### Placed cells, one colour a class, run 1

Scale: 3 px per um.
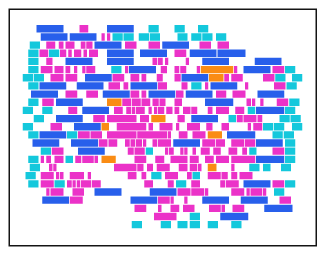
### Clock network drawn from the DEF, run 1

Scale: 3 px per um.
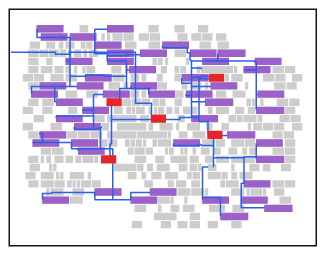
### Wires at chosen ports, followed through buffers, run 1

Scale: 4 px per um.
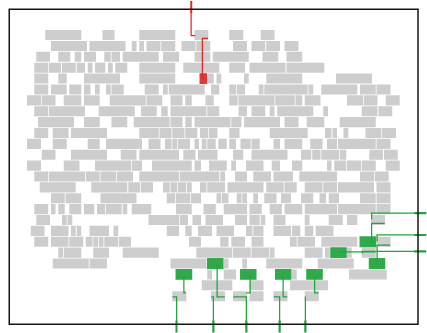
### Signal wires on met2, run 1

Scale: 4 px per um.
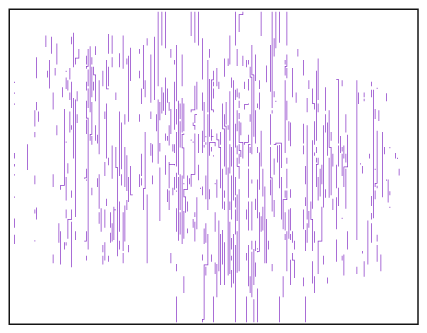
<file path="src/rtl/counter_pair_ctrl_pkg.sv">
// Shared types and reset defaults for the counter pair controller.
// Latency: n/a (declarations only).
// Backpressure: n/a.
package counter_ctrl_pkg;

  typedef enum logic [1:0] {
    ST_IDLE   = 2'd0,
    ST_RUN    = 2'd1,
    ST_RELOAD = 2'd2
  } state_t;

  localparam int DEF_INIT1 = 0;
  localparam int DEF_INIT2 = 2;
  localparam int DEF_LIMIT = 10;

endpackage

</file>
<file path="src/rtl/counter_pair_ctrl_if.sv">
// Bundles the config handshake, run controls and status of counter_pair_ctrl.
// Latency: n/a (wires only).
// Backpressure: cfg_valid is held by the master until cfg_ready (IDLE only).
interface counter_pair_ctrl_if #(
  parameter int SIZE = 8,
  parameter int RCW  = 8
);
  logic            cfg_valid;
  logic            cfg_ready;
  logic [SIZE-1:0] cfg_init1;
  logic [SIZE-1:0] cfg_init2;
  logic [SIZE-1:0] cfg_limit;
  logic            start;
  logic            stop;
  logic            busy;
  logic [SIZE-1:0] cnt1;
  logic [SIZE-1:0] cnt2;
  logic [SIZE-1:0] sum;
  logic            reload_pulse;
  logic [RCW-1:0]  reload_count;

  // Controller side: takes config and run requests, reports status.
  modport slave (
    input  cfg_valid, cfg_init1, cfg_init2, cfg_limit, start, stop,
    output cfg_ready, busy, cnt1, cnt2, sum, reload_pulse, reload_count
  );

  // Host side: offers config and run requests, observes status.
  modport master (
    output cfg_valid, cfg_init1, cfg_init2, cfg_limit, start, stop,
    input  cfg_ready, busy, cnt1, cnt2, sum, reload_pulse, reload_count
  );
endinterface

</file>
<file path="src/rtl/counter_pair_ctrl_step.sv">
// SIZE-wide counter register with load and increment enables; load wins.
// Latency: 1 cycle from enable to new value.
// Backpressure: none; enables are obeyed every cycle.
module ctr_step #(
  parameter int              SIZE    = 8,
  parameter logic [SIZE-1:0] RST_VAL = '0
) (
  input  logic            clk,
  input  logic            rst,
  input  logic            load,
  input  logic [SIZE-1:0] load_val,
  input  logic            inc,
  output logic [SIZE-1:0] q
);

  logic [SIZE-1:0] q_d;
  logic [SIZE-1:0] q_q;

  // Next value: load has priority over increment; increment wraps.
  always_comb begin
    q_d = q_q;
    if (load) begin
      q_d = load_val;
    end else if (inc) begin
      q_d = q_q + SIZE'(1);
    end
  end

  // Counter register with asynchronous reset to its default value.
  always_ff @(posedge clk or posedge rst) begin
    if (rst) begin
      q_q <= RST_VAL;
    end else begin
      q_q <= q_d;
    end
  end

  assign q = q_q;

endmodule

</file>
<file path="src/rtl/counter_pair_ctrl.sv">
// Two alternating counters that reload from init values when their sum passes a limit.
// Latency: counters/status update 1 cycle after the controlling request; sum is combinational.
// Backpressure: config accepted only in IDLE (cfg_ready); start/stop outside their states are ignored.
module counter_pair_ctrl
  import counter_ctrl_pkg::*;
#(
  parameter int SIZE = 8,
  parameter int RCW  = 8
) (
  input  logic                clk,
  input  logic                rst,
  counter_pair_ctrl_if.slave  bus
);

  state_t          state_d, state_q;
  logic            phase_d, phase_q;
  logic [SIZE-1:0] init1_d, init1_q;
  logic [SIZE-1:0] init2_d, init2_q;
  logic [SIZE-1:0] limit_d, limit_q;
  logic [RCW-1:0]  rc_d, rc_q;

  logic            ld1, ld2, inc1, inc2;
  logic [SIZE-1:0] ld1_val, ld2_val;
  logic [SIZE-1:0] cnt1, cnt2, sum;
  logic            cfg_hs;

  assign sum    = cnt1 + cnt2;
  assign cfg_hs = bus.cfg_valid && (state_q == ST_IDLE);

  // Next-state and counter control; stop beats threshold beats increment in RUN.
  always_comb begin
    state_d = state_q;
    phase_d = phase_q;
    init1_d = init1_q;
    init2_d = init2_q;
    limit_d = limit_q;
    rc_d    = rc_q;
    ld1     = 1'b0;
    ld2     = 1'b0;
    ld1_val = init1_q;
    ld2_val = init2_q;
    inc1    = 1'b0;
    inc2    = 1'b0;
    case (state_q)
      ST_IDLE: begin
        if (cfg_hs) begin
          // Config wins over a simultaneous start.
          init1_d = bus.cfg_init1;
          init2_d = bus.cfg_init2;
          limit_d = bus.cfg_limit;
          ld1     = 1'b1;
          ld2     = 1'b1;
          ld1_val = bus.cfg_init1;
          ld2_val = bus.cfg_init2;
        end else if (bus.start) begin
          state_d = ST_RUN;
        end
      end
      ST_RUN: begin
        if (bus.stop) begin
          state_d = ST_IDLE;
        end else if (sum > limit_q) begin
          state_d = ST_RELOAD;
        end else begin
          inc1    = ~phase_q;
          inc2    = phase_q;
          phase_d = ~phase_q;
        end
      end
      ST_RELOAD: begin
        ld1     = 1'b1;
        ld2     = 1'b1;
        phase_d = 1'b0;
        rc_d    = (rc_q == '1) ? rc_q : rc_q + RCW'(1);
        state_d = bus.stop ? ST_IDLE : ST_RUN;
      end
      default: begin
        state_d = ST_IDLE;
      end
    endcase
  end

  // Control state, phase, latched config and reload counter.
  always_ff @(posedge clk or posedge rst) begin
    if (rst) begin
      state_q <= ST_IDLE;
      phase_q <= 1'b0;
      init1_q <= SIZE'(DEF_INIT1);
      init2_q <= SIZE'(DEF_INIT2);
      limit_q <= SIZE'(DEF_LIMIT);
      rc_q    <= '0;
    end else begin
      state_q <= state_d;
      phase_q <= phase_d;
      init1_q <= init1_d;
      init2_q <= init2_d;
      limit_q <= limit_d;
      rc_q    <= rc_d;
    end
  end

  ctr_step #(
    .SIZE    (SIZE),
    .RST_VAL (SIZE'(DEF_INIT1))
  ) u_ctr1 (
    .clk      (clk),
    .rst      (rst),
    .load     (ld1),
    .load_val (ld1_val),
    .inc      (inc1),
    .q        (cnt1)
  );

  ctr_step #(
    .SIZE    (SIZE),
    .RST_VAL (SIZE'(DEF_INIT2))
  ) u_ctr2 (
    .clk      (clk),
    .rst      (rst),
    .load     (ld2),
    .load_val (ld2_val),
    .inc      (inc2),
    .q        (cnt2)
  );

  assign bus.cfg_ready    = (state_q == ST_IDLE);
  assign bus.busy         = (state_q == ST_RUN) || (state_q == ST_RELOAD);
  assign bus.reload_pulse = (state_q == ST_RELOAD);
  assign bus.reload_count = rc_q;
  assign bus.cnt1         = cnt1;
  assign bus.cnt2         = cnt2;
  assign bus.sum          = sum;

endmodule

</file>
<file path="src/flat_wrapper.sv">
// flat-port wrapper written by rule: the top's interface ports become plain ports
module counter_pair_ctrl_flat import counter_ctrl_pkg::*;
#(
  parameter int SIZE = 8,
  parameter int RCW  = 8
)
  (clk, rst, bus_cfg_valid, bus_cfg_init1, bus_cfg_init2, bus_cfg_limit, bus_start, bus_stop, bus_cfg_ready, bus_busy, bus_cnt1, bus_cnt2, bus_sum, bus_reload_pulse, bus_reload_count);
  counter_pair_ctrl_if #(.SIZE(SIZE), .RCW(RCW)) bus_i ();
  input  logic clk;
  input  logic rst;
  input wire logic [$bits(bus_i.cfg_valid)-1:0] bus_cfg_valid;
  input wire logic [$bits(bus_i.cfg_init1)-1:0] bus_cfg_init1;
  input wire logic [$bits(bus_i.cfg_init2)-1:0] bus_cfg_init2;
  input wire logic [$bits(bus_i.cfg_limit)-1:0] bus_cfg_limit;
  input wire logic [$bits(bus_i.start)-1:0] bus_start;
  input wire logic [$bits(bus_i.stop)-1:0] bus_stop;
  output wire logic [$bits(bus_i.cfg_ready)-1:0] bus_cfg_ready;
  output wire logic [$bits(bus_i.busy)-1:0] bus_busy;
  output wire logic [$bits(bus_i.cnt1)-1:0] bus_cnt1;
  output wire logic [$bits(bus_i.cnt2)-1:0] bus_cnt2;
  output wire logic [$bits(bus_i.sum)-1:0] bus_sum;
  output wire logic [$bits(bus_i.reload_pulse)-1:0] bus_reload_pulse;
  output wire logic [$bits(bus_i.reload_count)-1:0] bus_reload_count;
  assign bus_i.cfg_valid = bus_cfg_valid;
  assign bus_i.cfg_init1 = bus_cfg_init1;
  assign bus_i.cfg_init2 = bus_cfg_init2;
  assign bus_i.cfg_limit = bus_cfg_limit;
  assign bus_i.start = bus_start;
  assign bus_i.stop = bus_stop;
  assign bus_cfg_ready = bus_i.cfg_ready;
  assign bus_busy = bus_i.busy;
  assign bus_cnt1 = bus_i.cnt1;
  assign bus_cnt2 = bus_i.cnt2;
  assign bus_sum = bus_i.sum;
  assign bus_reload_pulse = bus_i.reload_pulse;
  assign bus_reload_count = bus_i.reload_count;
  counter_pair_ctrl #(.SIZE(SIZE), .RCW(RCW)) u_core (.clk(clk), .rst(rst), .bus(bus_i));
endmodule
</file>
<file path="config.mk">
export PLATFORM = sky130hd
export DESIGN_NAME = counter_pair_ctrl_flat
export DESIGN_NICKNAME = d
export VERILOG_FILES = /design/src/rtl/counter_pair_ctrl_pkg.sv /design/src/rtl/counter_pair_ctrl_if.sv /design/src/rtl/counter_pair_ctrl_step.sv /design/src/rtl/counter_pair_ctrl.sv /design/src/flat_wrapper.sv
export SDC_FILE = /design/constraint.sdc
export NUM_CORES = 1
export LEC_CHECK = 0
export CAP_MARGIN = 20
export CORE_ASPECT_RATIO = 0.75
export CORE_MARGIN = 4
export CORE_UTILIZATION = 45
export DETAILED_ROUTE_END_ITERATION = 16
export PLACE_DENSITY = 0.71
export SETUP_SLACK_MARGIN = 0.4
export SLEW_MARGIN = 20
export SYNTH_ARGS = -nofsm -noshare
export SYNTH_HDL_FRONTEND = slang
export SYNTH_SLANG_ARGS = --single-unit
</file>
<file path="constraint.sdc">
create_clock -name clk -period 4.2 [get_ports clk]
set_input_delay 0.63 -clock clk [delete_from_list [all_inputs] [get_ports clk]]
set_output_delay 0.63 -clock clk [all_outputs]
set_load 0.005 [all_outputs]
</file>
==> deck_impl_summary.md, run 1 <==
Flow Results at a Glance

Outcome
  – Status: complete, no violations

Placement
  – Place WS: 0.4136 ns
  – GP Congestion: roughly 0.84
  – Placed instance area: 3686 sq um
  – Placed insts: 404
  – HPWL reported at the end of detailed placement: around 5.1 mm

Global route
  – Grt peak-use layer: met1
  – Gr usage total: around 17%
  – Met1 Track Usage GR: between 20% and 30%
  – Initial antenna violation count: 0
  – First-pass GRT wire length: 10.95 mm
  – Vias in the first global route: ~2,200
  – GRT overflow: 0
  – Pin count of the biggest net entering global routing: 52
  – Met3 Resource Use GR: 3.996%

Worst setup path
  – Worst setup path startpoint: u_core.u_ctr2.q[0]
  – Crit path capture type: flop
  – Critical Path Fanout Max: 8
  – FF-to-FF path depth: 14
  – CP arrival: 3.87 ns
  – Worst R2R Setup Slack: approximately 0.53 ns
  – Crit path required time: between 4 and 5 ns
  – Critical path class: reg -> reg
  – Reg2Reg Launch Point: u_core.u_ctr2.q[0]
  – Worst Setup EP: u_core.u_ctr1.q[5]
  – Reg-to-reg critical path endpoint: u_core.u_ctr1.q[5]
  – CP startpoint kind: flop

Synthesis
  – Post-synth top cells: 47 x dfrtp_1, 33 x mux2_2, 22 x ha_1, 17 x a21oi_1, 17 x nor2_1
  – Synth unique cells: 47
  – Top cell type by total area after synthesis: dfrtp_1
  – Synthesized area: 2969 sq um
  – Most common cell in the synthesized netlist: dfrtp_1
  – Post-Synthesis Cells: about 260
  – Top cells by area: dfrtp_1 40%, mux2_2 13%, ha_1 9.3%
  – Synth flops: between 50 and 60
  – Synthesis warning total: 0
  – Dominant flop cell: dfrtp_1
  – Mean post-synth cell area: 11.29 sq um
  – Cells in synth_stat.txt: roughly 260
  – Yosys Chip Area: 2969 sq um
  – Floorplan net count: around 320
  – Post-synth ARST share: 100.0%
  – Post-synthesis sequential area ratio: 43.15%
  – Area share, top type: roughly two fifths
  – Flip-flops with a built-in enable: 0

Finish
  – Fin nets: 387
  – Layout cells sized above 1: between 20% and 30%
  – Filler cells: 526
  – # diodes: 0
  – Top logic cells by instance count in the layout: 63 x clkdlybuf4s50_1, 44 x dfrtp_1, 33 x mux2_2, 22 x ha_1, 17 x nor2_1
  – Post-Layout Cell Count: between 400 and 500
  – Synth-to-layout area growth: 31.69%
  – Highest-count logic cell in the final layout: clkdlybuf4s50_1

Worst hold path
  – Hold depth: 1
  – Worst min path class: reg -> reg
  – Hold Startpoint: u_core.init2_q[0]
  – Hold endpoint: u_core.init2_q[0]

Drt
  – Wire length on met1: 3.404 mm
  – DRC viols: 0
  – Met3 wire length: approximately 450 um
  – Highest Signal Layer: met4
  – Vias per std cell: between 5 and 6
  – Drt wl/cell: about 16 um
  – Post-DRT Antenna Nets: 0
  – DR WL met2: between 2 and 3 mm
  – Drt first pass iters: 4
  – DRT iter0 DRCs: about 120

Power
  – Seq pwr share: between 20% and 30%
  – Pwr/cell area: between 1000 and 1500 nW/um^2
  – Combinational Power Share: 67.2%
  – Leakage: between 1.5 and 2 nW
  – P_int: 2.304 mW
  – Seq pwr: 971 uW
  – Comb power: between 2 and 3 mW
  – Worst vdd ir: 0.0004338 V
  – Pwr top: combinational logic
  – Sw Pwr: 1.732 mW
  – Overall Power: 4.036 mW
  – Switching Share: 42.92%

Clock tree
  – Post-CTS sizing: 0
  – CTS tree: built
  – Clock buffer depth: 2
  – Clk root buf: clkbuf_8
  – CTS Sinks: 51
  – Clk latency late pin: approximately 0.31 ns
  – Clk pin slew, worst setup/hold paths: ~0.10 ns
  – Post-CTS Setup Bufs: 0
  – CTS Hold Buffers Added: 0
  – Cts bufs inserted: 5
  – CTS H-tree lvls: 2

STA
  – Final Hold Fails: 0
  – RSZ-0062 raised after global routing: no
  – Max Clk Rate: about 270 MHz
  – Crit path time final: approximately 3.7 ns
  – Period Utilization, post-route: about 87%
  – Final slew viol count: 0
  – Worst-Margin Slew: 0.8775 ns
  – Worst Slack Setup Final: 0.5309 ns
  – Final setup viols: 0
  – Rel. slew slack: between 40% and 50%
  – TNS Setup: 0 ns

Die
  – Die Ht: between 70 and 80 um
  – Die area: about 8000 sq um
  – Die X: 101.8 um
  – Init Core Util: 46.76%

Job
  – OpenROAD warning count: 29
  – # Max-Cap Violations: 0
Notes on 'Placed cells, one colour a class' above:
class	colour	cells
clock drivers and dummy loads	orange	8
combinational and other logic	magenta	207
remaining buffers and delay cells	cyan	70
sequential cells	blue	51
Seq area share: 32.86%
Final Cell Area: 3910 sq um
Layout Utilization: 61.58%
Cell Rows: 25
core area: 6350 sq um

Notes on 'Clock network drawn from the DEF' above:
[clock wires] blue | length: 642 um
[clock drivers] red | count: 5
[flip-flops] purple | count: 51
flops lie	widely spread
clock share of power: 8.8%
Power Clock: 354 uW
Final Skew: 0.01007 ns

Notes on 'Wires at chosen ports, followed through buffers' above:
port	colour	direction	edge	end cells	buffers	wire
rst	red	input	top	1	1	18.4 um
bus_cfg_limit	green	input	5 bottom, 3 right	8	8	130 um
port bufs: 63
IO Pins: 64

Notes on 'Signal wires on met2' above:
wire length on this layer	2,860 um
nets with wire on the layer	343
longest straight run	39.8 um
final wirelength: 6.768 mm
vias: 2,251
met2 Usage GRT: 24.93%

-- run 1: registers in the layout (all words and copies together), names as in the netlist --
signal / cells
u_core.bus.reload_count: 8
u_core.init1_q: 8
u_core.init2_q: 8
u_core.limit_q: 8
u_core.u_ctr1.q: 8
u_core.u_ctr2.q: 8
u_core.state_q: 2
u_core.phase_q: 1
-- run 1: final cells by class --
| type | instances | area [sq um] | share of cell area (%) |
|---|---|---|---|
| Clock buffer | 5 | 68.82 | 1.760 |
| Clock inverter | 3 | 46.29 | 1.184 |
| Timing Repair Buffer | 70 | 683.2 | 17.47 |
| Multi-Input combinational cell | 191 | 1664 | 42.56 |
| Inverter | 16 | 61.31 | 1.568 |
| Sequential cell | 51 | 1285 | 32.86 |
| Tap cell | 81 | 101.3 | 2.592 |
-- run 1: metrics by stage --
step | hold slack (ns) | util [%]
finish | 0.5050 | 61.58
global route | 0.5212 | 61.58
CTS | 0.5086 | 59.86
detailed placement | 0.4862 | 58.05
global placement | 0.4800 | 58.05
floorplan | 0.4680 | -
-- run 1: cell families (layout without fill, tap and decap cells) --
kind of cell / after synthesis / in the layout / share of synthesized area (%)
compound gates: 45 / 45 / 11.67
mux: 35 / 35 / 13.19
flops: 51 / 51 / 43.15
xor+xnor: 24 / 24 / 7.080
fa+ha+maj: 23 / 23 / 9.945
simple gates: 64 / 64 / 11.93
buf+inv: 21 / 94 / 3.034
-- run 1: critical path, cell delays in order (launching register included) --
cell	delay, ns
dfrtp_2	0.45
ha_1	0.25
fa_2	0.36
a21o_1	0.17
a21oi_2	0.14
o21bai_1	0.09
a21oi_2	0.15
xnor2_1	0.11
ha_1	0.36
nand4_1	0.24
buf_4	0.22
a32oi_4	0.45
a2111oi_4	0.14
xor2_1	0.17
mux2_2	0.27
### Placement view, run 1

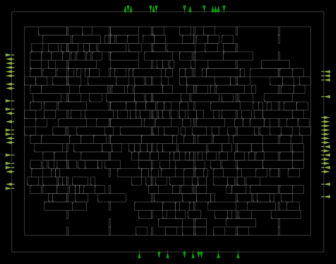

==> run 2, diff against run 1 <==
--- a/config.mk
+++ b/config.mk
@@ -5,11 +5,12 @@
 export SDC_FILE = /design/constraint.sdc
 export NUM_CORES = 1
 export LEC_CHECK = 0
-export CAP_MARGIN = 20
+export CAP_MARGIN = 10
 export CORE_ASPECT_RATIO = 0.75
 export CORE_MARGIN = 4
 export CORE_UTILIZATION = 45
 export DETAILED_ROUTE_END_ITERATION = 16
+export GPL_TIMING_DRIVEN = 0
 export PLACE_DENSITY = 0.71
 export SETUP_SLACK_MARGIN = 0.4
 export SLEW_MARGIN = 20
### Placement view, run 2

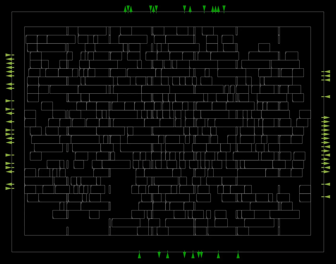
Filler cells: 523
Flops: 51
Post-Layout Cell Count: 426

==> run 2 against run 1 <==
Critical path depth is 1 higher. Via count rose by 0.49%. Sequential power down 2%. First-iteration DRC count is the same. Clock-buffer cell count rose by 1. Register-to-register slack better by 0.05 ns. Synthesized cell count is the same. Utilization is 0.65 points higher. Design area is 1.1% higher. Global-route usage grew 0.91 points. Worst setup slack gained 0.046 ns. Maximum frequency grew 1.3%. Critical path type unchanged. Highest routed layer unchanged.
==> deck_impl_summary.md, run 2 <==
Flow Results at a Glance

Synthesis
  – Cells in synth_stat.txt: 263 (unchanged)
  – Synthesized area: 2969 sq um (unchanged)
  – Top cell type by total area after synthesis: dfrtp_1
  – Flip-flops with a built-in enable: 0 (unchanged)
  – Post-synth ARST share: 100.0% (unchanged)
  – Post-Synthesis Cells: 263 (unchanged)
  – Most common cell in the synthesized netlist: dfrtp_1
  – Synth unique cells: 47 (unchanged)
  – Yosys Chip Area: 2969 sq um (unchanged)
  – Post-synthesis sequential area ratio: 43.15% (unchanged)
  – Floorplan net count: 315 (unchanged)
  – Synth flops: 51 (unchanged)
  – Mean post-synth cell area: 11.29 sq um (unchanged)
  – Dominant flop cell: dfrtp_1
  – Synthesis warning total: 0 (unchanged)
  – Top cells by area: dfrtp_1 40%, mux2_2 13%, ha_1 9.3%
  – Post-synth top cells: 47 x dfrtp_1, 33 x mux2_2, 22 x ha_1, 17 x a21oi_1, 17 x nor2_1
  – Area share, top type: 39.61% (unchanged)

Worst setup path
  – Worst Setup EP: u_core.u_ctr1.q[7]
  – Critical path class: reg -> reg
  – Buf+Inv Stages, Crit Path: 1 (unchanged)
  – Reg-to-reg critical path endpoint: u_core.u_ctr1.q[7]
  – Crit path capture type: flop
  – CP arrival: 3.81 ns (-0.06 ns)
  – Worst setup path startpoint: u_core.u_ctr2.q[0]
  – CP cell instances: ha_1 -> fa_2 -> a21o_1 -> a21oi_2 -> o21bai_1 -> a21oi_1 -> xnor2_1 -> ha_1 -> a211o_1 -> o211ai_4 -> a32oi_4 -> buf_4 -> a2111oi_4 -> xnor2_1 -> a21oi_1
  – Worst R2R Setup Slack: 0.58 ns (+0.05 ns)
  – Critical Path Fanout Max: 8 (unchanged)
  – Reg2Reg Launch Point: u_core.u_ctr2.q[0]
  – Critical Path Max Stage Delay: 0.43 ns (-0.02 ns)
  – Largest delay share family, worst path: AND-OR/OR-AND gates
  – FF-to-FF path depth: 15 (+1)
  – CP startpoint kind: flop
  – Crit path required time: 4.39 ns (about the same)
  – Worst path slowest cell: dfrtp_1
  – Critical path depth in cells: 15 (+1)

Job
  – # Max-Cap Violations: 0 (unchanged)
  – OpenROAD warning count: 29 (unchanged)

Worst hold path
  – Worst min path class: reg -> reg

Drt
  – Wire length on met1: 3.360 mm (-1.3%)
  – DRT iter0 DRCs: 115 (unchanged)
  – DRC viols: 0 (unchanged)
  – Post-DRT Antenna Nets: 0 (unchanged)
  – Drt wl/cell: 16.30 um (+0.42%)
  – Highest Signal Layer: met4
  – Drt first pass iters: 4 (unchanged)
  – Met3 wire length: 527 um (+17%)
  – Vias: 2,262 (+0.49%)
  – Vias per std cell: 5.310 (-1.6%)
  – DR WL met2: 3.018 mm (+5.6%)
  – Final wirelength: 6.943 mm (+2.6%)

Clock tree
  – CTS H-tree lvls: 2 (unchanged)
  – Post-CTS sizing: 2 (+2)
  – CTS Hold Buffers Added: 0 (unchanged)
  – Clk latency late pin: 0.31 ns (about the same)
  – CTS Sinks: 51 (unchanged)
  – Post-CTS Setup Bufs: 1 (+1)
  – Clk pin slew, worst setup/hold paths: 0.09 ns (about the same)
  – CTS tree: built
  – Clk root buf: clkbuf_8
  – Cts bufs inserted: 5 (unchanged)
  – Clock buffer depth: 2 (unchanged)

STA
  – Worst Slack Setup Final: 0.5769 ns (+0.04600 ns)
  – Final slew viol count: 0 (unchanged)
  – TNS Setup: 0 ns (unchanged)
  – Final setup viols: 0 (unchanged)
  – RSZ-0062 raised after global routing: no
  – Worst hold margin: 0.5084 ns (+0.003354 ns)
  – Rel. slew slack: 56.12% (+15 points)
  – Max Clk Rate: 276.0 MHz (+1.3%)
  – Final Hold Fails: 0 (unchanged)
  – Period Utilization, post-route: 86.26% (-1.1 points)
  – Final Skew: 0.003813 ns (-0.006257 ns)
  – Crit path time final: 3.623 ns (-0.04600 ns)
  – Worst-Margin Slew: 0.6573 ns (-0.2203 ns)

Die
  – Die Ht: 78.35 um (unchanged)
  – IO Pins: 64 (unchanged)
  – Init Core Util: 46.76% (unchanged)
  – Core area: 6350 sq um (unchanged)
  – Die X: 101.8 um (unchanged)
  – Cell Rows: 25 (unchanged)
  – Die area: 7975 sq um (unchanged)

Global route
  – Met3 Resource Use GR: 5.684% (+1.7 points)
  – GRT overflow: 0 (unchanged)
  – First-pass GRT wire length: 11.40 mm (+4.1%)
  – Met2 Usage GRT: 26.37% (+1.4 points)
  – Gr usage total: 18.24% (+0.91 points)
  – Met1 Track Usage GR: 27.08% (+0.56 points)
  – Grt peak-use layer: met1
  – Initial antenna violation count: 0 (unchanged)
  – Vias in the first global route: 2,301 (+5.9%)
  – Pin count of the biggest net entering global routing: 30 (-42%)

Power
  – Pwr/cell area: 1023 nW/um^2 (-0.93%)
  – Leakage: 1.643 nW (+1.9%)
  – Worst vdd ir: 0.0004383 V (+1.0%)
  – Overall Power: 4.041 mW (+0.12%)

Finish
  – Synth-to-layout area growth: 33.08%
  – Fin nets: 396 (+2.3%)
  – Layout cells sized above 1: 22.90% (-0.61 points)
  – # diodes: 0 (unchanged)
  – Comb gate area: 1659 sq um (-0.30%)
  – Top logic cells by instance count in the layout: 63 x clkdlybuf4s50_1, 46 x dfrtp_1, 33 x mux2_2, 22 x ha_1, 17 x nor2_1
  – Reg area: 1282 sq um (-0.19%)
  – Highest-count logic cell in the final layout: clkdlybuf4s50_1

Placement
  – Placed insts: 408 (+0.99%)
  – Place WS: 0.3184 ns (-0.09526 ns)
  – GP Congestion: 0.8479 (+1.5%)
  – Port bufs: 63 (unchanged)
  – HPWL reported at the end of detailed placement: 5.290 mm (+4.6%)

Outcome
  – Status: complete, no violations
-- run 2: cell counts after synthesis --
Identical to the previous run, type by type.
-- run 2: layout make-up --
| type | instances | area share (%) |
|---|---|---|
| clock buffers | 6 | 1.837 |
| repair buffers | 74 | 18.56 |
| multi-input cells | 191 | 41.99 |
| clock inverters | 2 | 0.3167 |
| inverters | 16 | 1.520 |
| flip-flops and latches | 51 | 32.46 |
| plain buffers | 5 | 0.7600 |
| well taps | 81 | 2.565 |
-- run 2: worst min-delay path by stage --
stage | from | endpoint | slack (ns) | cells past startpoint
4_1_cts | u_core.init2_q[2] | u_core.init2_q[2] | 0.51 | 1
6_report | u_core.init1_q[4] | u_core.init1_q[4] | 0.51 | 1
5_1_grt | u_core.init1_q[4] | u_core.init1_q[4] | 0.52 | 1
3_3_place_gp | u_core.init2_q[2] | u_core.init2_q[2] | 0.48 | 1
2_1_floorplan | u_core.init1_q[2] | u_core.init1_q[2] | 0.47 | 1
3_5_place_dp | u_core.init2_q[2] | u_core.init2_q[2] | 0.48 | 1
-- run 2: metrics by stage --
stage	utilization [%]	instance area, sq um
global route	62.23	3951
global placement	58.29	3701
finish	62.23	3951
detailed placement	58.72	3729
floorplan	-	2969
CTS	60.43	3837
-- run 2: cells by family (layout without fill, tap and decap cells) --
| family | Yosys count | in the layout | synth area share [%] |
|---|---|---|---|
| buf+inv | 21 | 103 | 3.034 |
| flops | 51 | 51 | 43.15 |
| simple gates | 64 | 64 | 11.93 |
| compound gates | 45 | 45 | 11.67 |
| fa+ha+maj | 23 | 23 | 9.945 |
| mux | 35 | 35 | 13.19 |
| xor+xnor | 24 | 24 | 7.080 |
-- run 2: power by group --
part	switching (mW)	internal [mW]	total [mW]
clock network	0.167	0.117	0.284
logic	1.34	1.47	2.80
registers	0.219	0.735	0.954
total	1.72	2.32	4.04
Power figures rest on the tool's default switching activity, not on a simulated workload.
